### config.mk
export PLATFORM = sky130hd
export DESIGN_NAME = branch_redirect
export DESIGN_NICKNAME = d
export VERILOG_FILES = /design/src/rtl/arm_branch_pkg.sv /design/src/rtl/branch_target_adder.sv /design/src/rtl/branch_redirect.sv
export SDC_FILE = /design/constraint.sdc
export NUM_CORES = 1
export LEC_CHECK = 0
export CORE_MARGIN = 3
export CORE_UTILIZATION = 51
export DETAILED_ROUTE_END_ITERATION = 10
export PLACE_DENSITY = 0.94
export SLEW_MARGIN = 20
export SYNTH_ARGS = -nofsm -noshare
export SYNTH_HDL_FRONTEND = slang
export SYNTH_SLANG_ARGS = --single-unit
### constraint.sdc
create_clock -name clk -period 6.2 [get_ports clk]
set_input_delay 1.24 -clock clk [delete_from_list [all_inputs] [get_ports clk]]
set_output_delay 1.24 -clock clk [all_outputs]
set_load 0.005 [all_outputs]
### src/rtl/arm_branch_pkg.sv
// arm_branch_pkg: condition codes, redirect FSM encoding and Thumb branch offset field positions
package arm_branch_pkg;
  localparam logic [3:0] CC_EQ = 4'h0, CC_NE = 4'h1, CC_CS = 4'h2, CC_CC = 4'h3,
                         CC_MI = 4'h4, CC_PL = 4'h5, CC_VS = 4'h6, CC_VC = 4'h7,
                         CC_HI = 4'h8, CC_LS = 4'h9, CC_GE = 4'hA, CC_LT = 4'hB,
                         CC_GT = 4'hC, CC_LE = 4'hD, CC_AL = 4'hE, CC_NV = 4'hF;
  localparam int COND_LSB = 8;
  localparam int COND_MSB = 11;
  localparam int T1_IMM_MSB = 7;
  localparam int T2_IMM_MSB = 10;
  typedef enum logic [1:0] {ST_IDLE, ST_REDIRECT, ST_FLUSH} state_t;
endpackage

### src/rtl/branch_target_adder.sv
// branch_target_adder: pc + 4 + sign-extended halfword offset for Thumb B<cond> T1 / B T2, bit0 cleared
module branch_target_adder
  import arm_branch_pkg::*;
(
  input  logic [31:0] pc,
  input  logic [10:0] imm,
  input  logic        is_b,
  output logic [31:0] target
);
  logic [31:0] off;
  always_comb begin
    off = is_b ? {{20{imm[T2_IMM_MSB]}}, imm[T2_IMM_MSB:0], 1'b0}
               : {{23{imm[T1_IMM_MSB]}}, imm[T1_IMM_MSB:0], 1'b0};
    target = (pc + 32'd4 + off) & 32'hFFFF_FFFE;
  end
endmodule

### src/rtl/branch_redirect.sv
// branch_redirect: EX-stage branch resolve, fetch redirect handshake and younger-stage flush (BRANCH_STATS_EN adds stat_taken/stat_nottaken)
module branch_redirect
  import arm_branch_pkg::*;
#(
  parameter int FLUSH_CYCLES = 2
`ifdef BRANCH_STATS_EN
  ,parameter int CNT_W = 16
`endif
) (
  input  logic        clk,
  input  logic        rst,
  input  logic        ex_valid,
  output logic        ex_ready,
  input  logic [31:0] ex_instr,
  input  logic [31:0] ex_pc,
  input  logic        ex_is_bcond,
  input  logic        ex_is_b,
  input  logic        cond_taken,
  output logic        redirect_valid,
  input  logic        redirect_ready,
  output logic [31:0] redirect_pc,
  output logic        flush,
  output logic        undef_branch
`ifdef BRANCH_STATS_EN
  ,output logic [CNT_W-1:0] stat_taken
  ,output logic [CNT_W-1:0] stat_nottaken
`endif
);
  localparam int CW = FLUSH_CYCLES > 1 ? $clog2(FLUSH_CYCLES + 1) : 1;
  state_t state, state_nx;
  logic [CW-1:0] cnt;
  logic [3:0] cond;
  logic accept, take, undef_cond;
  logic [31:0] target;
  logic unused_instr;
  assign unused_instr = ^{ex_instr[31:16], ex_instr[15:12]};
  assign cond = ex_instr[COND_MSB:COND_LSB];
  assign accept = ex_valid & ex_ready;
  assign take = ex_is_b | (ex_is_bcond & cond_taken & (cond < CC_AL));
  assign undef_cond = accept & ex_is_bcond & !ex_is_b & (cond >= CC_AL);
  branch_target_adder u_adder (
    .pc    (ex_pc),
    .imm   (ex_instr[10:0]),
    .is_b  (ex_is_b),
    .target(target)
  );
  always_ff @(posedge clk) begin
    if (rst) state <= ST_IDLE;
    else state <= state_nx;
  end
  always_comb begin
    state_nx = state == ST_IDLE     ? (accept & take ? ST_REDIRECT : ST_IDLE)
             : state == ST_REDIRECT ? (redirect_ready ? (FLUSH_CYCLES == 0 ? ST_IDLE : ST_FLUSH) : ST_REDIRECT)
             : (cnt == CW'(1) ? ST_IDLE : ST_FLUSH);
  end
  always_comb begin
    ex_ready = state == ST_IDLE;
    redirect_valid = state == ST_REDIRECT;
    flush = state != ST_IDLE;
  end
  always_ff @(posedge clk) begin
    if (rst) begin
      cnt <= '0;
      redirect_pc <= '0;
      undef_branch <= 1'b0;
    end else begin
      undef_branch <= undef_cond;
      if (accept & take) redirect_pc <= target;
      cnt <= state == ST_REDIRECT ? CW'(FLUSH_CYCLES) : state == ST_FLUSH ? cnt - CW'(1) : cnt;
    end
  end
`ifdef BRANCH_STATS_EN
  always_ff @(posedge clk) begin
    if (rst) begin
      stat_taken <= '0;
      stat_nottaken <= '0;
    end else begin
      if (accept & take & ~&stat_taken) stat_taken <= stat_taken + 1'b1;
      if (accept & ex_is_bcond & !take & (cond < CC_AL) & ~&stat_nottaken) stat_nottaken <= stat_nottaken + 1'b1;
    end
  end
`endif
endmodule

Fig. 1: register map, names as in the netlist
(3 px per um) Other sequential cells in the stronger gray, the rest of the logic in the fainter gray.
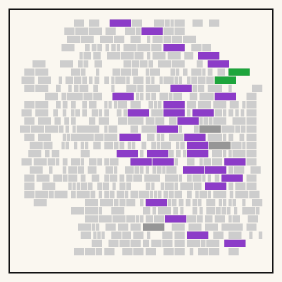
legend:
  `redirect_pc`:
    color: purple
    flops: 31
  `cnt`:
    color: green
    flops: 2
not colored: 3

Fig. 2: zoomed window
Region (31, 14) to (56, 39) um. Cells in gray, sequential cells in the stronger gray; small squares are vias.
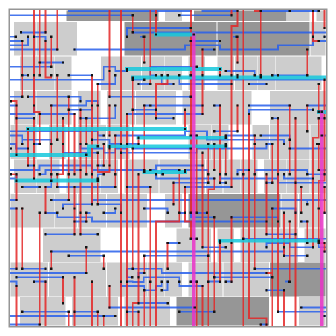
legend:
  metal 2:
    color: red
  metal 4:
    color: magenta
  metal 3:
    color: cyan
  metal 1:
    color: blue
sequential cells in the window: 5
most frequent: nand2_1 (13), a21oi_1 (10)
netlist names of flops here include: `redirect_pc` (4), `undef_branch` (1)
cells with their middle in the window: 67

==> out/highlights.md <==
## Final layout
• 29.0% — growth of design area from synthesis to finish
• 2510 um^2 — Logic cell area
• 581 — non-filler instance count after layout

## Worst hold path
• redirect_pc[11] — critical hold path startpoint
• register to register — worst hold path type
• 2 — Min-Delay Path Depth

## Setup path
• input port — Worst setup SP type
• input port to register — worst setup path category
• register — category of the worst setup path capture point
• 6370 ps — WP data required
• ex_is_b — Critical Path Source

## GRT
• 0 — number of antenna violations at the first check in global routing

## Yosys
• 0.0597 — xor and xnor area share after synthesis
• 0.240 — adder-cell share of the synthesized area
• 57 — distinct cell type count after synthesis
• 3370 um^2 — Chip Area, Yosys
• ha_1 — top cell type by instance count after synthesis
• 420 — Post-Synthesis Cells

## Routing
• 0 — DRC
• 5.79 — Avg Vias per Cell
• 3950 um — total routed wire length on the met1 layer
• met4 — top layer in use
• 3362 — total number of vias

## Final timing
• 770 ps — pin slew with the least headroom to its limit

## Power
• 0.332 mW — switching power total

## Clocking
• clkbuf_8 — root cell of the clock tree
• 0 — post-CTS setup buffers
• 0 — CTS resizes

## Placement
• 7120 um — HPWL Detailed

## Run
• 0 — number of maximum-capacitance constraint violations

## Outcome
• finished clean — outcome

Fig. 3: routing congestion map
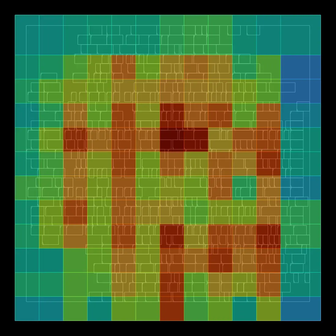
post-layout util: 0.681
most utilized layer in the global route result: met2
met1 track demand over resource: 0.302
overall routing resource usage: 0.233
global routing usage on met2: 0.405

[layout by cell type (no fill, tap or decap), types with 5 or more instances in the layout]
| cell type | Yosys | routed |
|---|---|---|
| clkdlybuf4s50_1 | 0 | 84 |
| ha_1 | 63 | 63 |
| nand2_1 | 60 | 60 |
| a21oi_1 | 51 | 51 |
| nor2_1 | 41 | 41 |
| dfxtp_1 | 36 | 36 |
| inv_1 | 18 | 18 |
| o21ai_0 | 16 | 16 |
| xor2_1 | 13 | 13 |
| nor3_1 | 11 | 11 |
| xnor2_1 | 10 | 10 |
| a21o_1 | 9 | 9 |
| clkbuf_8 | 0 | 6 |
| a211oi_1 | 5 | 5 |
[layout make-up]
cell class | instances | share of cell area
multi-input cells | 355 | 0.577
repair buffers | 87 | 0.198
flip-flops and latches | 36 | 0.166
well taps | 77 | 0.0221
clock buffers | 6 | 0.0190
inverters | 18 | 0.0155
clock inverters | 2 | 0.00230
[sequential cells by signal, summed over array words and instances (netlist names)]
name	count
undef_branch	1
state	2
redirect_pc	31
cnt	2
[critical path: stages]
cell and delay (ps):
clkdlybuf4s50_1 560, nand2b_1 180, nand2_1 480, ha_1 530, ha_1 390, a21oi_1 360
o21ai_1 210, a21oi_1 180, nor2_1 60, or3b_1 340, o21ai_0 270, xor2_1 190
o21ai_1 70
[cell families after synthesis]
| kind of cell | Yosys count |
|---|---|
| buf+inv | 29 |
| other cells | 1 |
| simple gates | 142 |
| flops | 36 |
| fa+ha+maj | 64 |
| mux | 2 |
| compound gates | 123 |
| xor+xnor | 23 |
[per-stage QoR]
stage	hold slack [ps]	util
after floorplan	444	-
after global placement	438	0.667
after detailed placement	445	0.667
after CTS	453	0.681
after global routing	470	0.681
final	451	0.681
Power and IR drop assume default switching activity.
